==> config.mk <==
export PLATFORM = sky130hd
export DESIGN_NAME = memory_request_arbiter
export DESIGN_NICKNAME = d
export VERILOG_FILES = /design/src/rtl/memory_request_arbiter.sv
export SDC_FILE = /design/constraint.sdc
export NUM_CORES = 1
export LEC_CHECK = 0
export ABC_AREA = 1
export CAP_MARGIN = 20
export CORE_AREA = 2 2 344 346
export CTS_CLUSTER_SIZE = 12
export DETAILED_ROUTE_END_ITERATION = 12
export DIE_AREA = 0 0 346 348
export PLACE_DENSITY_LB_ADDON = 0.2
export SLEW_MARGIN = 20
export SYNTH_ARGS = -nofsm -noshare
export SYNTH_HDL_FRONTEND = slang
export SYNTH_SLANG_ARGS = --single-unit
==> constraint.sdc <==
create_clock -name i_clk -period 1.9 [get_ports i_clk]
set_input_delay 0.285 -clock i_clk [delete_from_list [all_inputs] [get_ports i_clk]]
set_output_delay 0.285 -clock i_clk [all_outputs]
set_load 0.01 [all_outputs]
**Run 1: M4 wires**

Supply wires on this layer in gray.
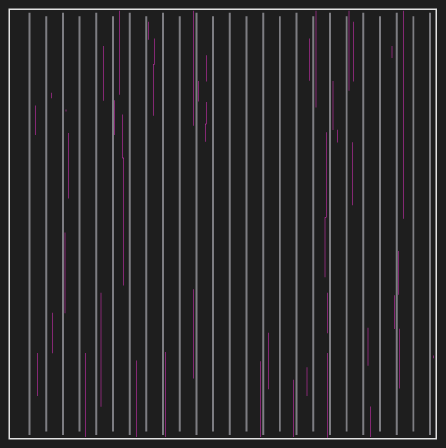
nets with wire on the layer: 21
main direction: vertical
longest straight run: 169 µm
vias after detailed routing: 17,700
WL final: 89.4 mm

**Run 1: sequential cells colored by netlist name**

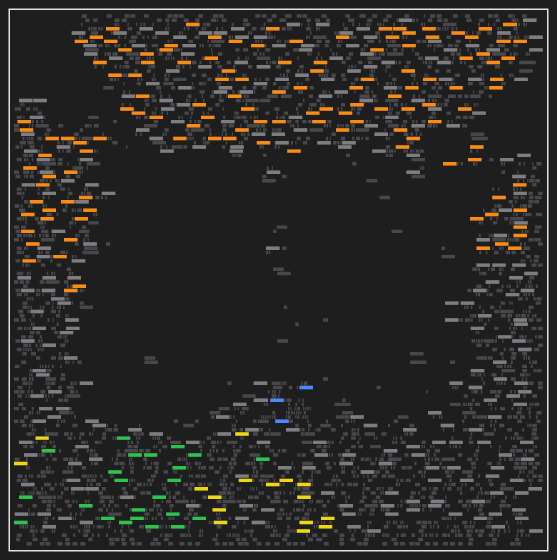
legend:
  orange:
    signal: o_p1_data
    sequential_cells: 128
  green:
    signal: o_mem_addr
    sequential_cells: 23
    where: lower left
  blue:
    signal: state
    sequential_cells: 3
  yellow:
    signal: o_mem_strb
    sequential_cells: 16
    where: bottom center
post-layout util: 27.0%
Seq/total area: 34.4%
Seq power: 15.5 mW
sequential cell area in the final layout: 10,800 µm²

**Run 1: clock distribution**

Bar = 100 µm.
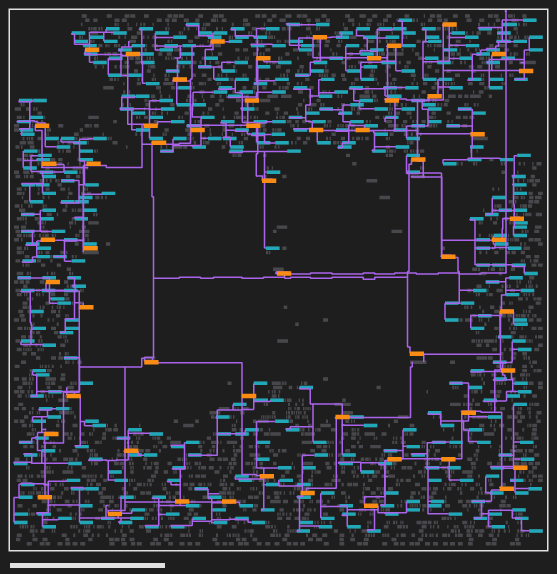
legend:
  purple:
    item: clock wires
    length: 8,320 µm
  orange:
    item: clock-net drivers
    count: 55
  cyan:
    item: flip-flops
    count: 433
flops lie: all over the die
routed clock nets: 56
power dissipated in the clock network: 11.2 mW
worst clock skew: 0.0177 ns
portion of total power attributed to the clock network: 25.5%

**Run 1: clock nets**

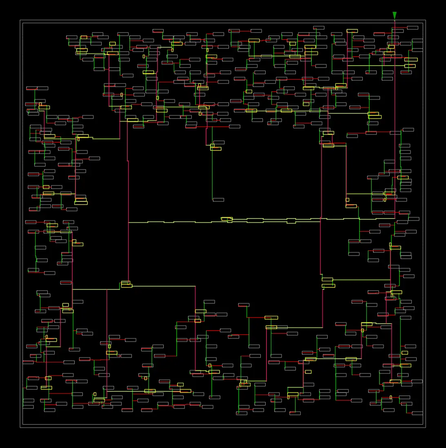
# clk buffers: 81
flip-flop and latch count: 433
source-to-sink clock delay at the later pin of the worst-skew pair: 0.64 ns
total CTS buffers: 55

==> ds_physical_params.txt, run 1 <==
Physical implementation characteristics

Parameter                              Value

Global route
  Met1 track utilization from global routing    17.2%
  Largest net degree at the start of global routing    around 93
  Via count of the first global-routing pass    approximately 18,000
  Global routing usage on met2    25.3%
  Tot GR Track Use    between 10 and 15%
  Met3 demand-to-capacity share in global routing    3.85%

Worst setup path
  Startpoint type of the worst setup path    flop
  Critical path endpoint category    output pin
  Register-to-Register Setup Slack    ~0.21 ns

Pwr
  Post-route total power    roughly 44 mW
  P per Cell Area    approximately 1400 nW/µm²
  Net switching power figure    16.0 mW
  Net Sw Frac    between 30% and 40%
  Comb pwr share    39.1%
  Combinational cell power    17.2 mW

Yosys
  Cell type with the highest aggregate area in the netlist    dfrtp_1
  Portion of synthesized cell area occupied by the leading cell type    just under 60%
  Yosys synthesis warning count    0
  Number of cell instances after yosys synthesis    2,126
  Mean area per synthesized cell    8.62 µm²
  Most frequently used flop master after synthesis    dfrtp_1
  Proportion of synthesized flip-flops having asynchronous set or reset    100%

Detailed routing
  ANT nets after route    0
  Highest routed metal layer    met5
  Average via count per standard cell    3.80
  Drt first-iter violations    approximately 1,000
  First-pass iteration count of the detailed router    5

Final timing
  Final number of max-transition violations    0
  Fmax    approximately 0.55 GHz
  Clock period minus worst slack    roughly 1.8 ns
  Tightest Pin Transition    0.468 ns

Clocking
  Post-cts hold buffer count    1
  Number of buffers between clock root and the deepest sink    3
  Postcts setup bufs    0
  Post_cts resized    ~330
  TritonCTS clock tree    done
  Clock root buffer    clkbuf_16
  Number of H-tree branching levels    2

Layout
  Share of final-layout standard cells stronger than drive strength 1    a little under 8%
  Finished Layout Cells    4,651
  Most numerous logic cells after layout    nand2_1, clkdlybuf4s50_1, dfrtp_1
  P&R area growth vs syn    72.1%
  Post-route cell area    around 32,000 µm²

Job
  Number of warnings the tools reported    26

Floorplanning
  Vert. Die Dim    between 300 and 400 µm
  Horizontal die size    ~350 µm
  Full die area    120,000 µm²
  Core region area    approximately 120,000 µm²

Placed design
  Final weighted congestion in routability-driven placement    0.862
  Placement-stage cell area    ~30,000 µm²
  Detailed-placement wirelength estimate    approximately 70 mm
  PortBufs    about 900

Status
  Outcome    completed
[run 1: cell type report]
class / instances / area (µm²)
multi-input combinational: 1404 / 6120
fill: 12700 / 85400
clock inverter: 20 / 275
clock buffer: 81 / 1640
timing repair buffer: 1032 / 10200
inverter: 141 / 529
sequential: 433 / 10800
tap: 1536 / 1920
antenna: 4 / 10.0
[run 1: logic make-up (layout without fill, tap and decap cells)]
family | after synthesis | count (layout) | share of synthesized area [%]
mux | 1 | 1 | 0.0546
simple gates | 804 | 804 | 16.7
compound gates | 599 | 599 | 16.4
other cells | 0 | 4 | 0
flops | 433 | 433 | 59.1
buf+inv | 289 | 1274 | 7.77
## Run 2: what changed since run 1
CORE_AREA = 5 5 347 349   (was 2 2 344 346)
DIE_AREA = 0 0 352 354   (was 0 0 346 348)
TNS_END_PERCENT = 30   (was unset)
**Run 2: sequential cells colored by netlist name**

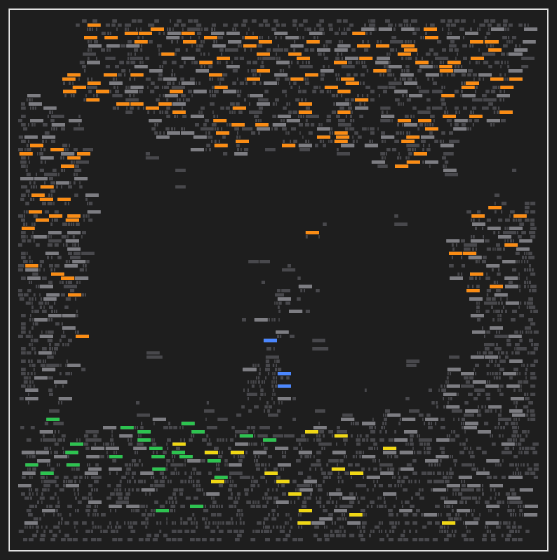
legend:
  green:
    signal: o_mem_addr
    sequential_cells: 23
  orange:
    signal: o_p1_data
    sequential_cells: 128
  yellow:
    signal: o_mem_strb
    sequential_cells: 16
    where: bottom center
  blue:
    signal: state
    sequential_cells: 3
sequential cell area in the final layout: 10,800 µm²
post-layout util: 27.3%
Seq/total area: 34.0%

**Run 2: clock distribution**

Bar = 100 µm.
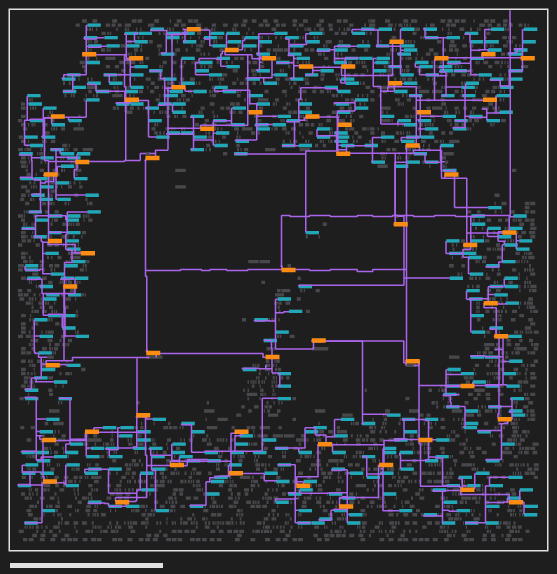
legend:
  cyan:
    item: flip-flops
    count: 433
  purple:
    item: clock wires
    length: 8,320 µm
  orange:
    item: clock-net drivers
    count: 58
routed clock nets: 59
worst clock skew: 0.0247 ns
source-to-sink clock delay at the later pin of the worst-skew pair: 0.65 ns

==> ds_physical_params.txt, run 2 <==
Physical implementation characteristics

Parameter                              Value

Status
  Outcome    completed

Global route
  Met1 track utilization from global routing    ~16%
  Via count of the first global-routing pass    roughly 19,000
  Initial antenna violation count    7
  Met3 demand-to-capacity share in global routing    under 10%
  Largest net degree at the start of global routing    60
  Most congested layer reported by global routing    met2
  Global-route wire length before repair    133 mm
  Global routing usage on met2    a little over a quarter
  Tot GR Track Use    between 10% and 20%

Floorplanning
  Full die area    about 120,000 µm²
  Core region area    approximately 120,000 µm²
  I/O Pins    898
  Vert. Die Dim    between 300 and 400 µm
  FP Util    approximately 16%
  Horizontal die size    352 µm
  Site Rows    126

Clocking
  Post_cts resized    between 300 and 400
  Number of buffers between clock root and the deepest sink    3
  Postcts setup bufs    0
  TritonCTS clock tree    done
  Total CTS buffers    around 58
  Number of H-tree branching levels    2
  Post-cts hold buffer count    1
  Clock root buffer    clkbuf_16

Yosys
  Fraction of synthesized area in multiplexers    0.0546%
  XOR/XNOR Area Share    0%
  Mean area per synthesized cell    8.62 µm²
  Dominant cells by area after synthesis    dfrtp_1, nand2_1, o21ai_1, a21oi_1, nor2_1
  Yosys synthesis warning count    0
  Comb area leader    simple AND/OR/NAND/NOR gates
  Unique cell types    21
  Cell type with the highest aggregate area in the netlist    dfrtp_1
  Area share of fa/ha/maj cells after synthesis    0%
  Post-Synthesis Net Count    roughly 2,600
  Synthesized-area fraction occupied by ao, oa, aoi and oai cells    roughly 16%
  Proportion of synthesized flip-flops having asynchronous set or reset    100%
  Most common library cells after synthesis    nand2_1, dfrtp_1, o21ai_1
  Fraction of the yosys area taken by sequential cells    between 50% and 60%
  Number of cell instances after yosys synthesis    about 2,100
  Number of enable-type register cells in the synthesized netlist    0
  Simple-Gate Fraction of Synth Area    16.7%
  Portion of synthesized cell area occupied by the leading cell type    59.0%
  Most frequently used flop master after synthesis    dfrtp_1

Layout
  Count of filler cells inserted in the layout    12,800
  Share of final-layout standard cells stronger than drive strength 1    approximately 9.2%
  Most numerous logic cells after layout    nand2_1, clkdlybuf4s50_1, dfrtp_1
  P&R area growth vs syn    74.2%

Pwr
  P per Cell Area    around 1400 nW/µm²
  Post-route total power    43.9 mW
  Portion of total power attributed to the clock network    25.0%
  Power dissipated in the clock network    roughly 11 mW
  Net Sw Frac    between 30% and 40%
  Comb pwr share    roughly 40%
  Net switching power figure    approximately 16 mW
  Combinational cell power    roughly 17 mW
  Seq power    between 15 and 20 mW

Detailed routing
  Highest routed metal layer    met4
  WL final    92.1 mm
  Number of DRC violations after detailed routing    0
  DRT met1 WL    36.6 mm
  Average via count per standard cell    ~3.8
  Met3 WL    approximately 5 mm
  Drt first-iter violations    876
  First-pass iteration count of the detailed router    5
  Vias after detailed routing    ~18,000
  ANT nets after route    0

Worst setup path
  Delay of the slowest cell on the worst path    around 0.54 ns
  Startpoint type of the worst setup path    flop
  Crit Path Max Fanout    2
  Critical path cell sequence    clkdlybuf4s50_1
  Register-to-Register Setup Slack    about 0.25 ns
  Critical path endpoint category    output pin

Final timing
  Fmax    0.551 GHz
  Final number of max-transition violations    0
  Tightest Pin Transition    roughly 0.38 ns
  Clock period minus worst slack    1.81 ns
  Period Utilization, post-route    between 90% and 100%

Worst hold path
  Number of cells on the worst hold path    4
  Worst hold path type    in -> reg

Job
  Number of warnings the tools reported    27

Placed design
  PortBufs    897
  Detailed-placement wirelength estimate    ~73 mm
  Final weighted congestion in routability-driven placement    around 0.82
==> run 2: stage by stage <==
step | std cells | area (µm²) | hold slack, ns
2_1_floorplan | 2126 | 18300 | -0.0106
3_3_place_gp | 4591 | 30400 | 0.226
3_5_place_dp | 4591 | 30400 | 0.219
4_1_cts | 4696 | 31900 | 0.0880
5_1_grt | 4700 | 31900 | 0.121
6_report | 4701 | 31900 | 0.158
==> run 2: layout make-up <==
class	count	area [µm²]	share of cell area [%]
Antenna cell	5	12.5	0.0392
Clock buffer	86	1700	5.31
Clock inverter	18	194	0.607
Inverter	141	529	1.66
Multi-Input combinational cell	1404	6120	19.2
Sequential cell	433	10800	34.0
Tap cell	1536	1920	6.02
Timing Repair Buffer	1078	10600	33.2
Power and IR drop assume default switching activity.
